congestion.png
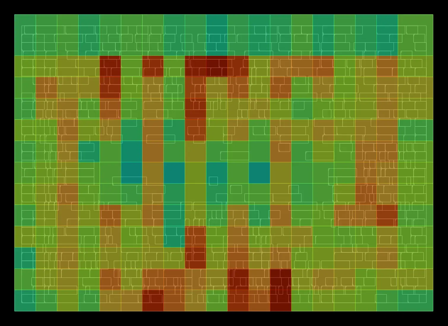
flops_by_reg.png
Scale bar: 50 um. Other sequential cells in the stronger grey, the rest of the logic in the fainter grey.
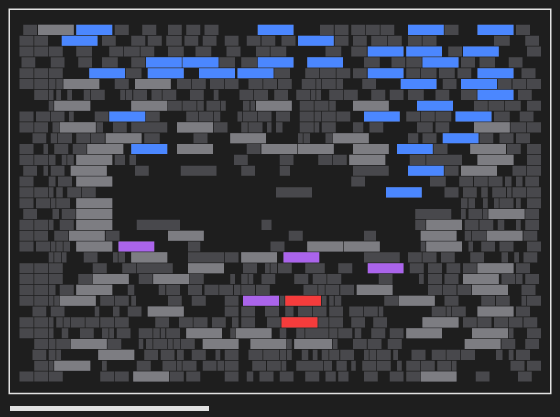
<file path="src/rtl/alu_arb.sv">
// -----------------------------------------------------------------------------
// alu_arb -- two-requester front end for one shared combinational ALU.
//
// Operation:
//   The FSM runs IDLE -> EXEC -> RESP -> IDLE.
//   IDLE: one valid requester is granted and accepted.
//   EXEC: the registered operands drive the ALU, and its result is captured.
//   RESP: the result is held on rsp_data until the granted requester takes it.
//   One operation completes at most every three cycles.
//
// Arbitration policy (compile-time macro ALU_ARB_FIXED_PRIO_EN):
//   undefined : round-robin. A last-grant register hands a tie to the
//               requester that was not granted last. After reset, requester 0
//               wins the first tie.
//   defined   : fixed priority. Requester 0 always wins a tie, and there is
//               no last-grant register.
//
// Ports:
//   clk, rst            rising-edge clock; asynchronous active-high reset
//   req_valid/req_ready per-requester request handshake (bit n = requester n)
//   req_op/req_a/req_b  per-requester payload; requester n at [n*W +: W]
//   rsp_valid/rsp_ready per-requester response handshake
//   rsp_data            shared result bus, valid for the requester whose
//                       rsp_valid bit is high
//   alu_op/alu_a/alu_b  registered operands to the external ALU
//   alu_result          combinational ALU result
//   busy                high whenever the FSM is not IDLE
// -----------------------------------------------------------------------------
module alu_arb #(
  parameter int DW  = 32,
  parameter int OPW = 4
) (
  input  logic             clk,
  input  logic             rst,
  input  logic [1:0]       req_valid,
  output logic [1:0]       req_ready,
  input  logic [2*OPW-1:0] req_op,
  input  logic [2*DW-1:0]  req_a,
  input  logic [2*DW-1:0]  req_b,
  output logic [1:0]       rsp_valid,
  input  logic [1:0]       rsp_ready,
  output logic [DW-1:0]    rsp_data,
  output logic [OPW-1:0]   alu_op,
  output logic [DW-1:0]    alu_a,
  output logic [DW-1:0]    alu_b,
  input  logic [DW-1:0]    alu_result,
  output logic             busy
);

  typedef enum logic [1:0] {
    IDLE = 2'd0,
    EXEC = 2'd1,
    RESP = 2'd2
  } state_t;

  state_t          state_q, state_d;
  logic [OPW-1:0]  op_q, op_d;
  logic [DW-1:0]   a_q, a_d;
  logic [DW-1:0]   b_q, b_d;
  logic [DW-1:0]   result_q, result_d;
  logic            grant_q, grant_d;    // index of the requester in flight
`ifndef ALU_ARB_FIXED_PRIO_EN
  logic            last_q, last_d;      // index of the most recent grant
`endif

  logic            grant_sel;           // requester that wins this cycle

  // Winner selection. This value is only used when at least one request is
  // valid, so the all-idle case does not need separate handling.
  always_comb begin
`ifdef ALU_ARB_FIXED_PRIO_EN
    grant_sel = ~req_valid[0];
`else
    if (&req_valid) grant_sel = ~last_q;
    else            grant_sel = req_valid[1];
`endif
  end

  always_comb begin
    // NOTE: every signal gets a default before the case statement. If a state
    //       left one unassigned, synthesis would infer a latch to hold it.
    state_d   = state_q;
    op_d      = op_q;
    a_d       = a_q;
    b_d       = b_q;
    result_d  = result_q;
    grant_d   = grant_q;
`ifndef ALU_ARB_FIXED_PRIO_EN
    last_d    = last_q;
`endif
    req_ready = 2'b00;
    rsp_valid = 2'b00;

    unique case (state_q)
      IDLE: begin
        // Gating with rst keeps req_ready low for the whole reset window,
        // even though the state register already reads IDLE.
        if ((|req_valid) && !rst) begin
          req_ready[grant_sel] = 1'b1;
          op_d    = grant_sel ? req_op[OPW +: OPW] : req_op[0 +: OPW];
          a_d     = grant_sel ? req_a[DW +: DW]    : req_a[0 +: DW];
          b_d     = grant_sel ? req_b[DW +: DW]    : req_b[0 +: DW];
          grant_d = grant_sel;
`ifndef ALU_ARB_FIXED_PRIO_EN
          last_d  = grant_sel;
`endif
          state_d = EXEC;
        end
      end
      EXEC: begin
        result_d = alu_result;
        state_d  = RESP;
      end
      RESP: begin
        rsp_valid[grant_q] = 1'b1;
        // A ready bit from the requester that was not granted is ignored.
        if (rsp_ready[grant_q]) state_d = IDLE;
      end
      default: state_d = IDLE;
    endcase
  end

  always_ff @(posedge clk or posedge rst) begin
    if (rst) begin
      // NOTE: the datapath registers are reset as well, not only the
      //       control state. Their values drive the alu_* and rsp_data
      //       outputs directly, so those outputs read 0 during reset.
      state_q  <= IDLE;
      op_q     <= '0;
      a_q      <= '0;
      b_q      <= '0;
      result_q <= '0;
      grant_q  <= 1'b0;
`ifndef ALU_ARB_FIXED_PRIO_EN
      last_q   <= 1'b1;
`endif
    end else begin
      // NOTE: non-blocking assignments. Every flop samples its value from
      //       before the edge, so the order of these lines does not matter.
      state_q  <= state_d;
      op_q     <= op_d;
      a_q      <= a_d;
      b_q      <= b_d;
      result_q <= result_d;
      grant_q  <= grant_d;
`ifndef ALU_ARB_FIXED_PRIO_EN
      last_q   <= last_d;
`endif
    end
  end

  // The ALU only ever sees the captured operands, so a requester can change
  // its inputs while an operation is in flight.
  assign alu_op   = op_q;
  assign alu_a    = a_q;
  assign alu_b    = b_q;
  assign rsp_data = result_q;
  assign busy     = (state_q != IDLE);

endmodule

</file>
<file path="config.mk">
export PLATFORM = sky130hd
export DESIGN_NAME = alu_arb
export DESIGN_NICKNAME = d
export VERILOG_FILES = /design/src/rtl/alu_arb.sv
export SDC_FILE = /design/constraint.sdc
export NUM_CORES = 1
export LEC_CHECK = 0
export CAP_MARGIN = 25
export CORE_ASPECT_RATIO = 0.7
export CORE_MARGIN = 2
export CORE_UTILIZATION = 38
export CTS_CLUSTER_SIZE = 14
export DETAILED_ROUTE_END_ITERATION = 10
export PLACE_DENSITY = 0.82
export SYNTH_ARGS = -nofsm -noshare
export SYNTH_HDL_FRONTEND = slang
export SYNTH_SLANG_ARGS = --single-unit
</file>
<file path="constraint.sdc">
create_clock -name clk -period 4.1 [get_ports clk]
set_clock_uncertainty 0.15 [all_clocks]
set_input_delay 0.82 -clock clk [delete_from_list [all_inputs] [get_ports clk]]
set_output_delay 0.82 -clock clk [all_outputs]
set_load 0.005 [all_outputs]
</file>
==> impl_metrics.tcl <==
# implementation run metrics
set metrics [dict create \
    die_area_sq_mm 0.01303 \
    cts_hold_buf 0 \
    io_buffers 278 \
    powerDensity_mw_per_mm2 634.7 \
    cts.sinks 104 \
    top_cells_by_count "103 x dfrtp_1, 69 x nand2_1, 68 x a221o_1" \
    root_buffer "clkbuf_16" \
    syn2layout_area_growth_pct 68.57 \
    insertion_delay_ps 330 \
    critical_path.startpoint_type "primary input" \
    drive_gt1_share_pct 11.33 \
    yosysSeqAreaShare_pct 56.53 \
    logic_area_sq_mm 0.001807 \
    arrival_ps 2540 \
    fin_setup_tns_ps 0 \
    hpwl_um 10670 \
    ios 279 \
    grt_max_degree 69 \
    cts_tree "yes" \
    fp_nets 577 \
    synth.top_cell.area_share_pct 55.96 \
    irDropWorstVdd_mv 0.2933 \
    grt_usage_pct 22.40 \
    grt_antenna_before_repair 0 \
    fillers 895 \
    drc 0 \
    vias 4298 \
    yosysCellCount 403 \
    largest_area_cell "dfrtp_1" \
    rows 33 \
    post_cts_buffers 0 \
    rsz0062_at_grt "no" \
    drv_cap 0 \
    grt_pass1_wl_um 22680 \
    top_cells_by_area "dfrtp_1 56%, a221o_1 15%, mux2_2 8.1%" \
    drtIter0Drc 190 \
    wl_per_cell_um 18.24 \
    hold_depth 2 \
    status "finished clean" \
    critPathKind "primary input to primary output" \
    cts_buffer_depth 2 \
    drv_slew 0 \
    layout.nets 831 \
]
## Picture notes: congestion.png
grt met2 use: 39.14%
met1 Usage GRT: 27.51%
Top Usage Layer GRT: met2

## Picture notes: flops_by_reg.png
[blue] rsp_data | flops: 32
[purple] alu_op | flops: 4
[red] state_q | flops: 2
not coloured: 66
register area: 0.002604 sq mm
final core utilization: 65.98%
Seq group: 0.00182 W
Seq/total area: 33.54%

[cell type report]
class,instances,area share (%)
repair buffers,286,36.55
flip-flops and latches,104,33.54
multi-input cells,252,23.27
clock buffers,9,2.901
well taps,157,2.530
clock inverters,7,0.9831
inverters,4,0.2256
[report_power, final]
part	leakage (nW)	internal (W)	total [W]	switching, W
combinational	1.77	0.00146	0.00224	0.000784
clock	0.143	0.000479	0.000869	0.000389
sequential	1.26	0.00153	0.00182	0.000292
total	3.17	0.00346	0.00493	0.00147
[cells by family after synthesis]
logic type | share of synthesized area (%)
buffers and inverters | 4.700
flip-flops | 56.53
AND/OR/NAND/NOR | 15.49
AND-OR/OR-AND | 15.21
multiplexers | 8.069
[worst max-delay path: stages]
cell	delay (ps)
clkdlybuf4s50_1	470
or3_2	480
nor3b_4	230
clkdlybuf4s50_1	540
[worst paths after layout]
path                                              from               endpoint  slack, ps
worst max-delay path                               rst           req_ready[0]        590
worst max register to register  state_q[0]$_DFFE_PP0P_  alu_a[18]$_DFFE_PP0P_       1850
worst min register to register      last_q$_DFFE_PP1P_     last_q$_DFFE_PP1P_        350
worst min-delay path                last_q$_DFFE_PP1P_     last_q$_DFFE_PP1P_        350
max in group asynchronous                          rst   alu_b[2]$_DFFE_PP0P_       2080
min in group asynchronous                          rst   alu_b[0]$_DFFE_PP0P_        890
[cell usage in the layout (no fill, tap or decap)]
cell type	instances
or2_2	1
inv_1	3
nor3b_4	1
nor2b_4	1
a21oi_1	2
nand2_1	69
nand2b_1	2
mux2_2	33
nor3_2	9
buf_2	1
inv_4	1
inv_6	3
buf_4	8
a221o_1	68
clkinvlp_4	2
clkbuf_16	9
clkdlybuf4s50_1	277
dfrtp_1	103
nor2_1	2
clkinv_2	1
and3_2	1
nor3_1	60
o21ai_4	1
o21ai_0	1
or3_2	1
dfstp_2	1
bufinv_16	1
[layer usage]
layer	track usage (%)	routed length [um]	part of all wire, %	vias to the layer above
li1	-	-	-	2010
met1	27.51	6061	41	2081
met4	5.642	234	1.6	0
met5	0	0	0	-
met3	6.582	1250	8.4	22
met2	39.14	7391	49	185
[state kept, by name (all words and copies together) (netlist names)]
signal / flops
alu_a: 32
alu_b: 32
alu_op: 4
grant_q: 1
last_q: 1
rsp_data: 32
state_q: 2
[metrics by stage]
stage | setup slack, ps | area [sq um] | total power [W] | cells | hold slack, ps
floorplan | 399.5 | 4606 | 0.002694 | 403 | 298.9
global placement | 620.0 | 7462 | 0.004015 | 803 | 331.0
detailed placement | 600.3 | 7462 | 0.004090 | 803 | 337.2
CTS | 596.4 | 7764 | 0.004976 | 819 | 348.4
global route | 535.6 | 7764 | 0.005219 | 819 | 371.9
finish | 592.8 | 7764 | 0.004928 | 819 | 345.7
Power and IR drop assume default switching activity.
